$ cat config.mk
export PLATFORM = sky130hd
export DESIGN_NAME = alu_cmd_sequencer
export DESIGN_NICKNAME = d
export VERILOG_FILES = /design/src/rtl/alu_pkg.sv /design/src/rtl/alu_regfile.sv /design/src/rtl/alu_cmd_sequencer.sv
export SDC_FILE = /design/constraint.sdc
export NUM_CORES = 1
export LEC_CHECK = 0
export CORE_UTILIZATION = 52
export CTS_CLUSTER_DIAMETER = 30
export DETAILED_ROUTE_END_ITERATION = 6
export PLACE_DENSITY = 0.77
export SLEW_MARGIN = 30
export SYNTH_ARGS = -nofsm -noshare
export SYNTH_HDL_FRONTEND = slang
export SYNTH_SLANG_ARGS = --single-unit
export TNS_END_PERCENT = 5
$ cat constraint.sdc
create_clock -name clk -period 1.7 [get_ports clk]
set_input_delay 0.34 -clock clk [delete_from_list [all_inputs] [get_ports clk]]
set_output_delay 0.34 -clock clk [all_outputs]
set_load 0.005 [all_outputs]
$ cat src/rtl/alu_pkg.sv
// Shared types for the ALU command sequencer: op codes,
// FSM states, response flag bit positions, default width.
package alu_pkg;

  localparam int DW_DEF = 16;

  typedef enum logic [3:0] {
    OP_ADD, OP_SUB, OP_MUL, OP_DIV,
    OP_SLL, OP_SRL, OP_ROL, OP_ROR,
    OP_AND, OP_OR, OP_XOR, OP_NOR,
    OP_NAND, OP_XNOR, OP_GT, OP_EQ
  } alu_op_e;

  typedef enum logic [1:0] {
    ST_IDLE,
    ST_EXEC,
    ST_RESP
  } seq_state_e;

  localparam int FLG_CARRY = 0;
  localparam int FLG_OVF   = 1;
  localparam int FLG_ERR   = 2;

endpackage

$ cat src/rtl/alu_regfile.sv
// Register file: 2 async read ports, 1 write port muxing
// direct loads and ALU writeback (writeback wins). Async clear.
module alu_regfile #(
  parameter int DW   = 16,
  parameter int NREG = 8,
  parameter int AW   = $clog2(NREG)
) (
  input  logic          clk,
  input  logic          rst_n,
  input  logic [AW-1:0] ra1,
  output logic [DW-1:0] rd1,
  input  logic [AW-1:0] ra2,
  output logic [DW-1:0] rd2,
  input  logic          ld_en,
  input  logic [AW-1:0] ld_addr,
  input  logic [DW-1:0] ld_data,
  input  logic          wb_en,
  input  logic [AW-1:0] wb_addr,
  input  logic [DW-1:0] wb_data
);

  logic [DW-1:0] mem [NREG];

  assign rd1 = mem[ra1];
  assign rd2 = mem[ra2];

  // A load to a register other than the writeback
  // target still lands in the same cycle.
  always_ff @(posedge clk or negedge rst_n) begin
    if (!rst_n) begin
      for (int i = 0; i < NREG; i++)
        mem[i] <= '0;
    end else begin
      for (int i = 0; i < NREG; i++) begin
        if (wb_en && wb_addr == AW'(i))
          mem[i] <= wb_data;
        else if (ld_en && ld_addr == AW'(i))
          mem[i] <= ld_data;
      end
    end
  end

endmodule

$ cat src/rtl/alu_cmd_sequencer.sv
// Command sequencer: accept cmd, drive external ALU, write back,
// hold response. Ports: cmd_*, ld_*, alu_*, rsp_*. Option macro:
// SEQ_DIV_ZERO_CHECK_EN (DIV by zero -> all-ones, err flag).
module alu_cmd_sequencer
  import alu_pkg::*;
#(
  parameter int DW   = DW_DEF,
  parameter int NREG = 8,
  localparam int AW  = $clog2(NREG)
) (
  input  logic          clk,
  input  logic          rst_n,
  input  logic          cmd_valid,
  output logic          cmd_ready,
  input  logic [3:0]    cmd_op,
  input  logic [AW-1:0] cmd_rd,
  input  logic [AW-1:0] cmd_rs1,
  input  logic [AW-1:0] cmd_rs2,
  input  logic          ld_valid,
  input  logic [AW-1:0] ld_addr,
  input  logic [DW-1:0] ld_data,
  output logic [DW-1:0] alu_a,
  output logic [DW-1:0] alu_b,
  output logic [3:0]    alu_sel,
  input  logic [DW-1:0] alu_out,
  input  logic          alu_carry,
  input  logic          alu_ovf,
  output logic          rsp_valid,
  input  logic          rsp_ready,
  output logic [DW-1:0] rsp_data,
  output logic [2:0]    rsp_flags
);

  seq_state_e    state_q, state_d;
  logic [AW-1:0] rd_q;
  logic [DW-1:0] rs1_data, rs2_data;
  logic [DW-1:0] res;
  logic [2:0]    flg;
  logic          accept;
  logic          wb_en;

  // rst_n gating keeps cmd_ready low while held in reset.
  assign cmd_ready = rst_n && (state_q == ST_IDLE);
  assign rsp_valid = (state_q == ST_RESP);
  assign accept    = cmd_valid && cmd_ready;
  assign wb_en     = (state_q == ST_EXEC);

  alu_regfile #(
    .DW   (DW),
    .NREG (NREG),
    .AW   (AW)
  ) u_regfile (
    .clk     (clk),
    .rst_n   (rst_n),
    .ra1     (cmd_rs1),
    .rd1     (rs1_data),
    .ra2     (cmd_rs2),
    .rd2     (rs2_data),
    .ld_en   (ld_valid),
    .ld_addr (ld_addr),
    .ld_data (ld_data),
    .wb_en   (wb_en),
    .wb_addr (rd_q),
    .wb_data (res)
  );

  always_ff @(posedge clk or negedge rst_n) begin
    if (!rst_n) state_q <= ST_IDLE;
    else        state_q <= state_d;
  end

  always_comb begin
    state_d = state_q;
    unique case (state_q)
      ST_IDLE: if (accept)    state_d = ST_EXEC;
      ST_EXEC:                state_d = ST_RESP;
      ST_RESP: if (rsp_ready) state_d = ST_IDLE;
      default:                state_d = ST_IDLE;
    endcase
  end

  always_comb begin
    res             = alu_out;
    flg             = '0;
    flg[FLG_CARRY]  = alu_carry;
    flg[FLG_OVF]    = alu_ovf;
`ifdef SEQ_DIV_ZERO_CHECK_EN
    if (alu_sel == 4'(OP_DIV) && alu_b == '0) begin
      res          = '1;
      flg          = '0;
      flg[FLG_ERR] = 1'b1;
    end
`endif
  end

  always_ff @(posedge clk or negedge rst_n) begin
    if (!rst_n) begin
      alu_a     <= '0;
      alu_b     <= '0;
      alu_sel   <= '0;
      rd_q      <= '0;
      rsp_data  <= '0;
      rsp_flags <= '0;
    end else begin
      if (accept) begin
        alu_a   <= rs1_data;
        alu_b   <= rs2_data;
        alu_sel <= cmd_op;
        rd_q    <= cmd_rd;
      end
      if (wb_en) begin
        rsp_data  <= res;
        rsp_flags <= flg;
      end
    end
  end

endmodule

==> results.txt, run 1 <==
Notes from the flow run.

Final timing:
- The run gives the portion of the clock cycle consumed by the worst path in the final layout as 1.06.
- The run gives the minimum clock period as 1800 ps.
- The run gives the worst max-slew margin expressed relative to the limit as 0.491.
- The run puts the setup total negative slack at -1340 ps.
- The run puts the number of endpoints failing setup at the final stage at 16.
- The tightest hold path in the finished design has a slack of 16.8 ps.
- Setup repair after global routing could not meet its margin everywhere.
- After layout, the worst setup slack is -98.7 ps.

Drt:
- The run gives the detailed-route via count as 7,653.
- After detailed routing, the met2 layer carries 14,100 um of wire.
- The run puts the wire length the detailed router placed on met1 at 13,400 um.
- For this run, the detailed router reports a per-instance via density of 6.01.
- Detailed routing placed a total of 1320 um of wire on met3.
- The run puts the number of nets with antenna violations after detailed routing at 0.

Pwr:
- For this design the static power due to leakage is 0.00619 uW.
- The run gives the power attributed to sequential cells as 7400 uW.
- Of the total power, the clock network draws 0.230.
- Per report_power, the Clock row totals 4070 uW.
- Per the power-grid run, VDD falls by no more than 0.866 mV.
- The run gives the total power of the final layout as 17,700 uW.
- Per report_power, the top consumer among the power groups is sequential cells.
- In the power breakdown, the internal column shows 12,300 uW.
- Per report_power, the Combinational row totals 6270 uW.
- The run puts the net switching component of the power at 5450 uW.

Worst setup path:
- The run gives the endpoint of the worst setup timing path as u_regfile.mem[40].
- The worst setup path is launched from a flop.
- On the worst path, the slowest cell contributes a delay of 410 ps.
- The run puts the highest net fanout along the worst path at 8.
- The timing report attributes the biggest portion of critical-path delay to buffers and inverters.
- Counting stages on the worst path, the most repeated cell is buf_6.
- On the critical path the data arrives at 2120 ps.
- The timing report shows that the slowest cell on the worst path is dfrtp_1.
- The critical path goes through buf_6, buf_6, nor3b_4, buf_6, buf_4, nand3_4, buf_12, mux2_2.
- The run gives the kind of end point of the critical path as a flop.
- The run gives the start of the worst register-to-register path as state_q[0].
- STA shows the worst reg2reg path with a cell count of 8.

Clock tree:
- The number of hold buffers added after CTS was 0.
- The run gives the maximum buffer depth of the clock tree as 2.
- The tree is rooted in a clkbuf_16.
- The run gives the number of gates resized after cts as 26.

Place:
- Routability-driven placement finished with a final weighted congestion of 0.771.
- The pre-CTS setup check shows a worst slack of -556 ps.
- After detailed placement, the design holds a cell count of 1,232.
- The run gives the number of port buffers as 110.

Yosys:
- The run gives the cell count listed in synth_stat.txt as 861.
- By area, the combinational part of the netlist is dominated by multiplexers.
- Warnings reported by Yosys during synthesis add up to 0.
- The run gives the area reported by Yosys stat as 10,900 um^2.
- Post-synth the commonest register cell is dfrtp_1.
- The run puts the share of synthesized cell area in and-or and or-and compound cells at 0.0666.
- Averaged over all synthesized cells, the footprint is 12.7 um^2.
- The cell-mix breakdown from Yosys lists the simple-gate area share as 0.0638.
- Ranked by instance count, the synthesized netlist is headed by 187 x dfrtp_1, 184 x mux2_2, 123 x mux2_1, 88 x nand2_1, 64 x mux2i_1.
- The run gives the async set-reset flop share out of synthesis as 1.00.
- The synthesis stat section lists a flop and latch total of 187.
- By area the synthesized netlist is led by dfrtp_1 43%, mux2_2 19%, mux2_1 13%, mux2i_1 5.9%, nand2_1 3.0%.
- The run gives the arithmetic-cell share of the synthesized area counting full adders, half adders and majority gates as 0.
- The run puts the xor/xnor share of the synthesized area at 0.
- The run gives the fraction of synthesized area in multiplexers as 0.403.
- The net count after synthesis is 916.
- The run gives the post-synthesis instance area as 10,900 um^2.
- The run gives the most repeated cell in the gate-level netlist after synthesis as dfrtp_1.

Run:
- The run puts the tool warning count at 31.
- The report counts max-capacitance violations totalling 0.

Floorplan:
- The run gives the placeable core region as 20,400 um^2.
- The floorplan report gives the top-level pin count as 112.
- The run puts the area of the die at 21,600 um^2.
- The run puts the horizontal die dimension at 147 um.
- The run puts the die height at 147 um.

Outcome:
- The run finished, with violations left.
- The final reports fail on negative setup slack.

Cells and area:
- The layout summary lists the proportion of cells stronger than drive strength 1 as 0.348.
- The run puts the flop count at 187.
- The run gives the number of non-clock inverters in the layout as 2.
- The run puts the clock tree cell share of total cell area at 0.0434.
- The layout has 1,487 filler cells.
- By area, the class that comes first in the final layout consists of multi-input combinational cells.
- The run puts the area of all placed cells without fillers at 13,700 um^2.
- The run gives the number of buffers other than clock buffers in the final layout as 174.
- The most common logic cells in the final layout are 186 x dfrtp_1, 179 x mux2_2, 101 x mux2_1.
- 608 cells are multi-input combinational gates.
- The run puts the logic area at 6000 um^2.
- The run puts the logic share of the area at 0.439.
- The run gives the number of nets in the layout as 1,045.
- The run gives the flip-flop count of the largest register after layout as 128.

Global route:
- met2 track demand over resource after global routing is 0.451.
- The via count of the first global-routing pass came to 7,806.
- Entering global routing, the biggest net connects 138 pins.
- The run puts the residual overflow from global routing at 0.
- Per the GRT log, the top usage layer is met2.
- On met3, the global router reports a usage of 0.0491.
run_1/wire_density.png
29 x 29 tiles, from dark blue (low) to red (high), scaled to the fullest tile. Values are wire area over tile area, all layers added.
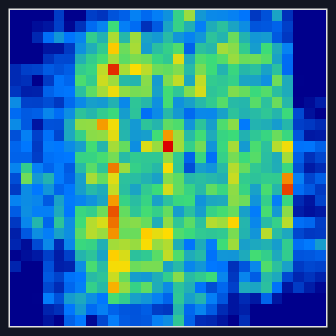
The mean over all tiles is 0.21. 21% of the tiles are over half the peak. The fullest tile reaches 0.63. 10% of the tiles are nearly empty.

run_1/final_clocks.png
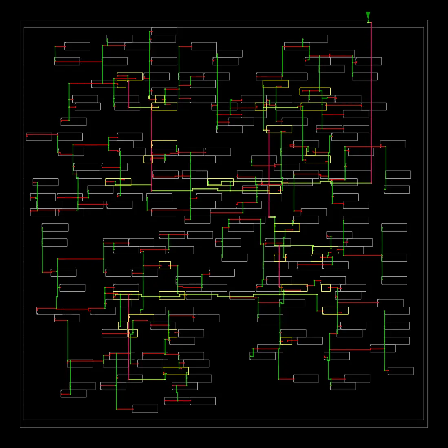
total CTS buffers: 17
clkbuf count: 17

run_1/clock_map.png
Bar = 50 um.
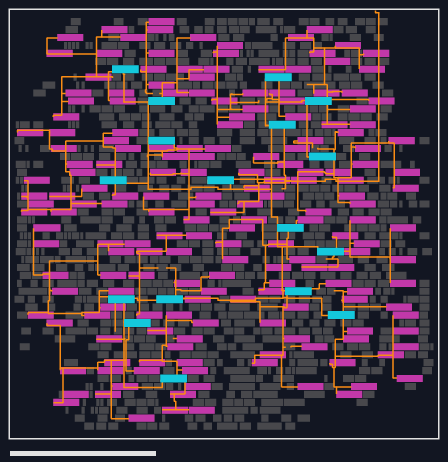
Key: flip-flops = magenta [count 187]; clock wires = orange [length 2,220 um]; cells driving clock nets = cyan [count 17]
Position of the flops: all over the die. There are 18 routed clock nets.

run_1/cell_classes.png
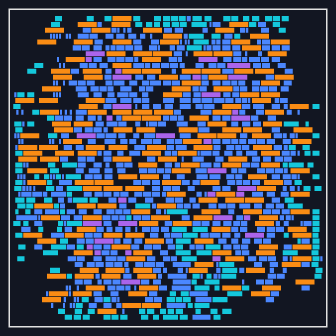
Key: other buffers and delay cells = cyan [cells 174]; flip-flops = orange [cells 187]; clock drivers and dummy loads = purple [cells 32]; all other logic = blue [cells 610]
sequential share of cell area: 0.342
Util after Layout: 0.671
Cell Rows: 52

==> run 2: changes to the inputs <==
CORE_UTILIZATION = 30   (was 52)
PLACE_DENSITY = default   (was 0.77)
SYNTH_HIERARCHICAL = 1   (was default)
run_2/met4.png
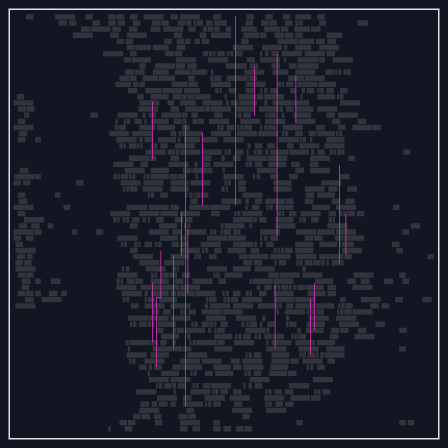
The longest straight run is 124 um. The layer holds 2.4% of the routed length. 11 nets have wire on it. The wires run mostly vertical. The layer carries 689 um of wire.
vias after detailed routing: 7,089
total wirelength of the detailed-routed design: 29,200 um

run_2/clock_map.png
Bar = 50 um.
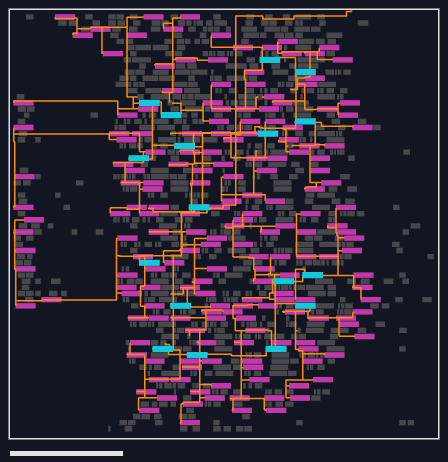
Key: cells driving clock nets = cyan [count 17]; flip-flops = magenta [count 187]; clock wires = orange [length 2,590 um]
There are 18 routed clock nets.
worst clock skew on the final layout: 9.48 ps
latest clock arrival within the worst-skew pair: 450 ps

==> results.txt, run 2 <==
Notes from the flow run.

Worst setup path:
- The critical path endpoint has a required time of 2030 ps.
- Among the stages of the critical path, the cell type that occurs most often is mux2_2.
- The launch point of the worst register-to-register path is recorded as u_regfile/mem[111].
- The run gives the longest individual stage delay on the worst path as 560 ps (+150 ps).
- STA classifies the critical path endpoint as a flop.
- According to the timing report, the critical path is captured at alu_a[13].
- The run gives the highest net fanout along the worst path as 21 (+13).
- The run gives the nature of the critical path startpoint as an input pin.
- The run gives the logic depth of the worst path, buffers included as 5.
- Among all stages on the critical path, the largest delay is contributed by clkdlybuf4s50_1.
- Listed in order, past its start point the critical path passes clkdlybuf4s50_1, buf_12, mux4_2, mux2_2, mux2_2.
- The run gives the critical path arrival as 2000 ps (-120 ps).

Cells and area:
- The number of non-clock inverters in the layout is 1 (-1).
- The run puts the logic area at 5100 um^2 (-15%).
- The run puts the flip-flop count of the largest register after layout at 128 (unchanged).
- The run puts the share of layout cells above drive strength 1 at 0.262 (-0.0860).
- The logic share of the area is 0.400 (-0.0386).
- The run gives the flop count as 187 (unchanged).
- The run puts the final-layout clock buffer total at 19 (+2).
- By instance count after routing, the leading logic cell types are 187 x dfrtp_1, 128 x mux2i_1, 89 x mux2_2.
- The run puts the sequential fraction of total cell area at 0.367 (+0.0246).
- The area of all placed cells without fillers came to 12,700 um^2 (-6.7%).
- The run gives the number of nets in the layout as 985 (-5.7%).
- The clock tree cell share of total cell area was 0.0421 (-0.00128).
- The run gives the layout filler cell count as 3,380 (+130%).
- The run puts the number of buffers other than clock buffers in the final layout at 164 (-5.7%).

Place:
- The run puts the cell area reported after detailed placement at 12,200 um^2.
- The run gives the global placement routability congestion as 0.757 (-1.8%).
- The run gives the worst slack after detailed placement as -445 ps (+110 ps).

Global route:
- The run puts the via count of the first global-routing pass at 6,970 (-11%).
- The run gives the residual overflow from global routing as 0 (unchanged).
- The maximum number of pins on one net before global-route repair came to 98 (-29%).
- The run gives the initial antenna violation count as 0.
- The run gives the global-route usage over all layers as 0.168.
- The run gives the global routing usage on met2 as 0.264 (-0.187).
- After global routing, the most crowded layer is met2.
- The met3 usage in global routing came to 0.0323 (-0.0168).

Final timing:
- For reference, the final report shows the max-slew violation count at 0.
- The run puts the worst max-slew margin expressed relative to the limit at 0.613 (+0.122).
- The run puts the final hold slack at -28.9 ps (-45.7 ps).
- The run gives the number of endpoints failing setup at the final stage as 0 (-16).
- The run puts the setup total negative slack at 0 ps (+1340 ps).
- The run gives the post-layout worst setup margin as 30.1 ps (+129 ps).
- The run gives the final count of hold timing violations as 14.
- The run gives the portion of the clock cycle consumed by the worst path in the final layout as 0.982 (-0.0758).
- The run gives the minimum clock period as 1670 ps (-129 ps).
- Setup repair after global routing left no endpoint under its margin.

Drt:
- The sum of met2 wire segment lengths after detailed routing was 13,700 um (-3.0%).
- The run puts the wire length the detailed router placed on met1 at 13,300 um (-0.90%).
- The run gives the via count normalized by instance count as 5.07 (-16%).

Clock tree:
- The CTS buffer count came to 17 (unchanged).
- The run puts the cts-stage hold buffer count at 1 (+1).
- The tree is rooted in a clkbuf_16.
- The run puts the maximum buffer depth of the clock tree at 2 (unchanged).
- The number of gates resized after cts was 19 (-27%).

Floorplan:
- The run gives the horizontal die dimension as 189 um (+29%).
- The number of standard-cell rows in the floorplan came to 68 (+31%).

Outcome:
- The checks that failed: negative hold slack.
- The run finished, with violations left.

Yosys:
- The xor/xnor share of the synthesized area was 0 (unchanged).
- The run gives the flop and latch count out of synthesis as 187 (unchanged).
- Sorting the synthesized cells by area gives the leading types as dfrtp_1 44%, mux4_1 14%, mux2i_1 12%, mux2_2 9.5%, a21oi_1 3.0%.
- The run puts the fraction of synthesized area in multiplexers at 0.374 (-0.0296).
- The run gives the share of synthesized cell area in and-or and or-and compound cells as 0.0616 (-0.00500).
- The run gives the net count of the mapped netlist as 898 (-2.0%).
- The run puts the number of warning messages in the yosys log at 6 (+6).
- The run gives the async set-reset flop share out of synthesis as 1.00 (unchanged).
- The run puts the arithmetic-cell share of the synthesized area counting full adders, half adders and majority gates at 0 (unchanged).
- The cell count listed in synth_stat.txt is 843 (-2.1%).
- The run gives the simple logic cell fraction of the synthesized area as 0.0660 (+0.00216).
- The run puts the mean area per synthesized cell at 12.5 um^2 (-1.4%).
- Looking at the cell usage after synthesis, the top flip-flop cell is dfrtp_1.
- Yosys reports that the most numerous cell types are 187 x dfrtp_1, 128 x mux2i_1, 89 x mux2_2.

Pwr:
- The internal power summed over all cells is 12,100 uW (-1.8%).
- The power attributed to sequential cells came to 7940 uW (+7.3%).
- The maximum resistive drop on vdd was 0.615 mV (-29%).
- The run puts the leakage power figure at 0.00539 uW (-13%).
- The total power of the final layout was 17,400 uW (-2.0%).
- The run gives the combinational cell power as 5690 uW (-9.3%).
- The run gives the clock network fraction of design power as 0.216 (-0.014).
- The run puts the net switching component of the power at 5320 uW (-2.3%).
- The run gives the clock-net power as 3750 uW (-7.9%).

Run:
- The run gives the total of max-cap violations as 0 (unchanged).
==> run 3: changes to the inputs <==
--- a/config.mk
+++ b/config.mk
@@ -9,5 +9,5 @@
 export CTS_CLUSTER_DIAMETER = 30
 export DETAILED_ROUTE_END_ITERATION = 6
-export SLEW_MARGIN = 30
+export SLEW_MARGIN = 10
 export SYNTH_ARGS = -nofsm -noshare
 export SYNTH_HDL_FRONTEND = slang
==> constraint.sdc (replaced) <==
create_clock -name clk -period 1.7 [get_ports clk]
set_input_delay 0.51 -clock clk [delete_from_list [all_inputs] [get_ports clk]]
set_output_delay 0.51 -clock clk [all_outputs]
set_load 0.005 [all_outputs]
run_3/wire_density.png
38 x 38 tiles, from dark blue (low) to red (high), scaled to the fullest tile. Values are wire area over tile area, all layers added.
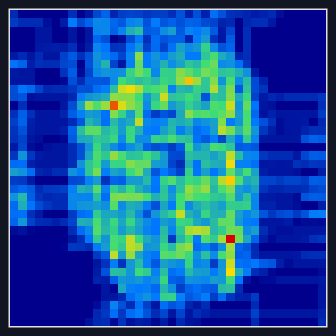
The fullest tile reaches 0.62. The mean over all tiles is 0.13. The emptiest ninth of the die: lower left.
total global-route track usage: 0.167
routed length per instance: 20.5 um
vias after detailed routing: 7,098
total wirelength of the detailed-routed design: 28,900 um

run_3/clock_map.png
Bar = 50 um.
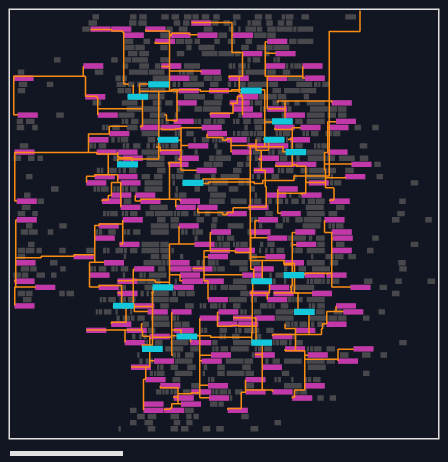
Key: flip-flops = magenta [count 187]; cells driving clock nets = cyan [count 17]; clock wires = orange [length 2,620 um]
There are 18 routed clock nets.

==> results.txt, run 3 <==
Notes from the flow run.

Outcome:
- The flow ran to the end, but the final reports show violations.
- The final reports fail on negative setup slack.

Yosys:
- The main area contributors are dfrtp_1 44%, mux4_1 14%, mux2i_1 12%, mux2_2 9.5%, a21oi_1 3.0%.
- The run gives the fraction of synthesized area in multiplexers as 0.374 (unchanged).
- The run puts the share of synthesized cell area in and-or and or-and compound cells at 0.0616 (unchanged).
- The number of warning messages in the yosys log is 6 (unchanged).
- The run gives the simple logic cell fraction of the synthesized area as 0.0660 (unchanged).
- The net count of the mapped netlist came to 898 (unchanged).
- The run gives the async set-reset flop share out of synthesis as 1.00 (unchanged).
- The arithmetic-cell share of the synthesized area counting full adders, half adders and majority gates came to 0 (unchanged).
- The run gives the cell count listed in synth_stat.txt as 843 (unchanged).
- Post-synth the commonest register cell is dfrtp_1.
- After synthesis, the most frequently instantiated cells are 187 x dfrtp_1, 128 x mux2i_1, 89 x mux2_2.

Final timing:
- Setup repair after global routing could not meet its margin everywhere.
- The run gives the final count of hold timing violations as 0 (-14).
- The number of endpoints failing setup at the final stage came to 1 (+1).
- The run puts the minimum clock period at 1740 ps (+65.5 ps).
- The run gives the clock skew as 13.2 ps (+3.72 ps).
- The run gives the post-layout worst setup margin as -35.4 ps (-65.5 ps).
- The final tally of max-slew violations is 0 (unchanged).
- The run puts the portion of the clock cycle consumed by the worst path in the final layout at 1.02 (+0.0385).

Worst setup path:
- The run puts the data required time of the worst path at 1190 ps (-840 ps).
- The run gives the cell type of the slowest stage on the worst timing path as dfrtp_1.
- The run gives the logic depth of the worst path, buffers included as 3 (-2).
- The run puts the highest net fanout along the worst path at 3 (-86%).
- The run gives the critical path arrival as 1230 ps (-770 ps).
- STA classifies the critical path endpoint as an output pin.
- The worst setup path is launched from a flop.
- The run gives the endpoint of the worst setup timing path as cmd_ready.
- In this run the critical path is formed by buf_6, nor3b_2, buf_2.

Cells and area:
- The run puts the share of layout cells above drive strength 1 at 0.280 (+0.0181).
- The run gives the logic area as 5120 um^2 (+0.25%).
- The run puts the number of buffers other than clock buffers in the final layout at 178 (+8.5%).
- The run puts the layout filler cell count at 3,407 (+0.80%).
- The library cells used most frequently in the layout, excluding fill and tap cells, are 184 x dfrtp_1, 128 x mux2i_1, 89 x mux2_2.
- The run gives the flip-flop count of the largest register after layout as 128 (unchanged).
- The run puts the number of nets in the layout at 999 (+1.4%).
- The logic share of the area came to 0.398 (-0.00199).
- The clock tree cell share of total cell area was 0.0438 (+0.00173).
- The run gives the sequential fraction of total cell area as 0.365 (-0.00243).
- The run puts the area of all placed cells without fillers at 12,800 um^2 (+0.75%).

Run:
- The run puts the total of max-cap violations at 0 (unchanged).

Pwr:
- The leakage power figure is 0.00543 uW (+0.75%).
- The run gives the power attributed to sequential cells as 7930 uW (about the same).
- The run puts the total power of the final layout at 17,400 uW (+0.32%).
- The run puts the internal power summed over all cells at 12,100 uW (about the same).
- The clock-net power came to 3950 uW (+5.3%).
- The maximum resistive drop on vdd was 0.530 mV (-14%).
- The net switching component of the power is 5360 uW (+0.83%).

Global route:
- The maximum number of pins on one net before global-route repair is 86 (-12%).
- The run gives the initial antenna violation count as 0 (unchanged).
- The run gives the met3 usage in global routing as 0.0352 (+0.00297).
- The run gives the via count of the first global-routing pass as 7,187 (+3.1%).
- The run gives the most used routing layer as met2.

Place:
- The run gives the worst slack after detailed placement as -598 ps (-153 ps).
- The run gives the number of port buffers as 110.
- The global placement routability congestion is 0.760 (+0.45%).
- The run gives the cell area reported after detailed placement as 12,300 um^2 (+0.84%).

Drt:
- The run gives the wire length the detailed router placed on met1 as 13,300 um (-0.33%).
- The via count normalized by instance count came to 5.03 (-0.79%).
- The sum of met2 wire segment lengths after detailed routing was 13,600 um (-0.68%).

Clock tree:
- The run gives the cts-stage hold buffer count as 0 (-1).
- The run gives the clock root buffer master as clkbuf_16.
- The run gives the maximum buffer depth of the clock tree as 2 (unchanged).

Floorplan:
- The number of standard-cell rows in the floorplan was 68 (unchanged).
- The run puts the horizontal die dimension at 189 um (unchanged).
Power figures rest on the tool's default switching activity, not on a simulated workload.
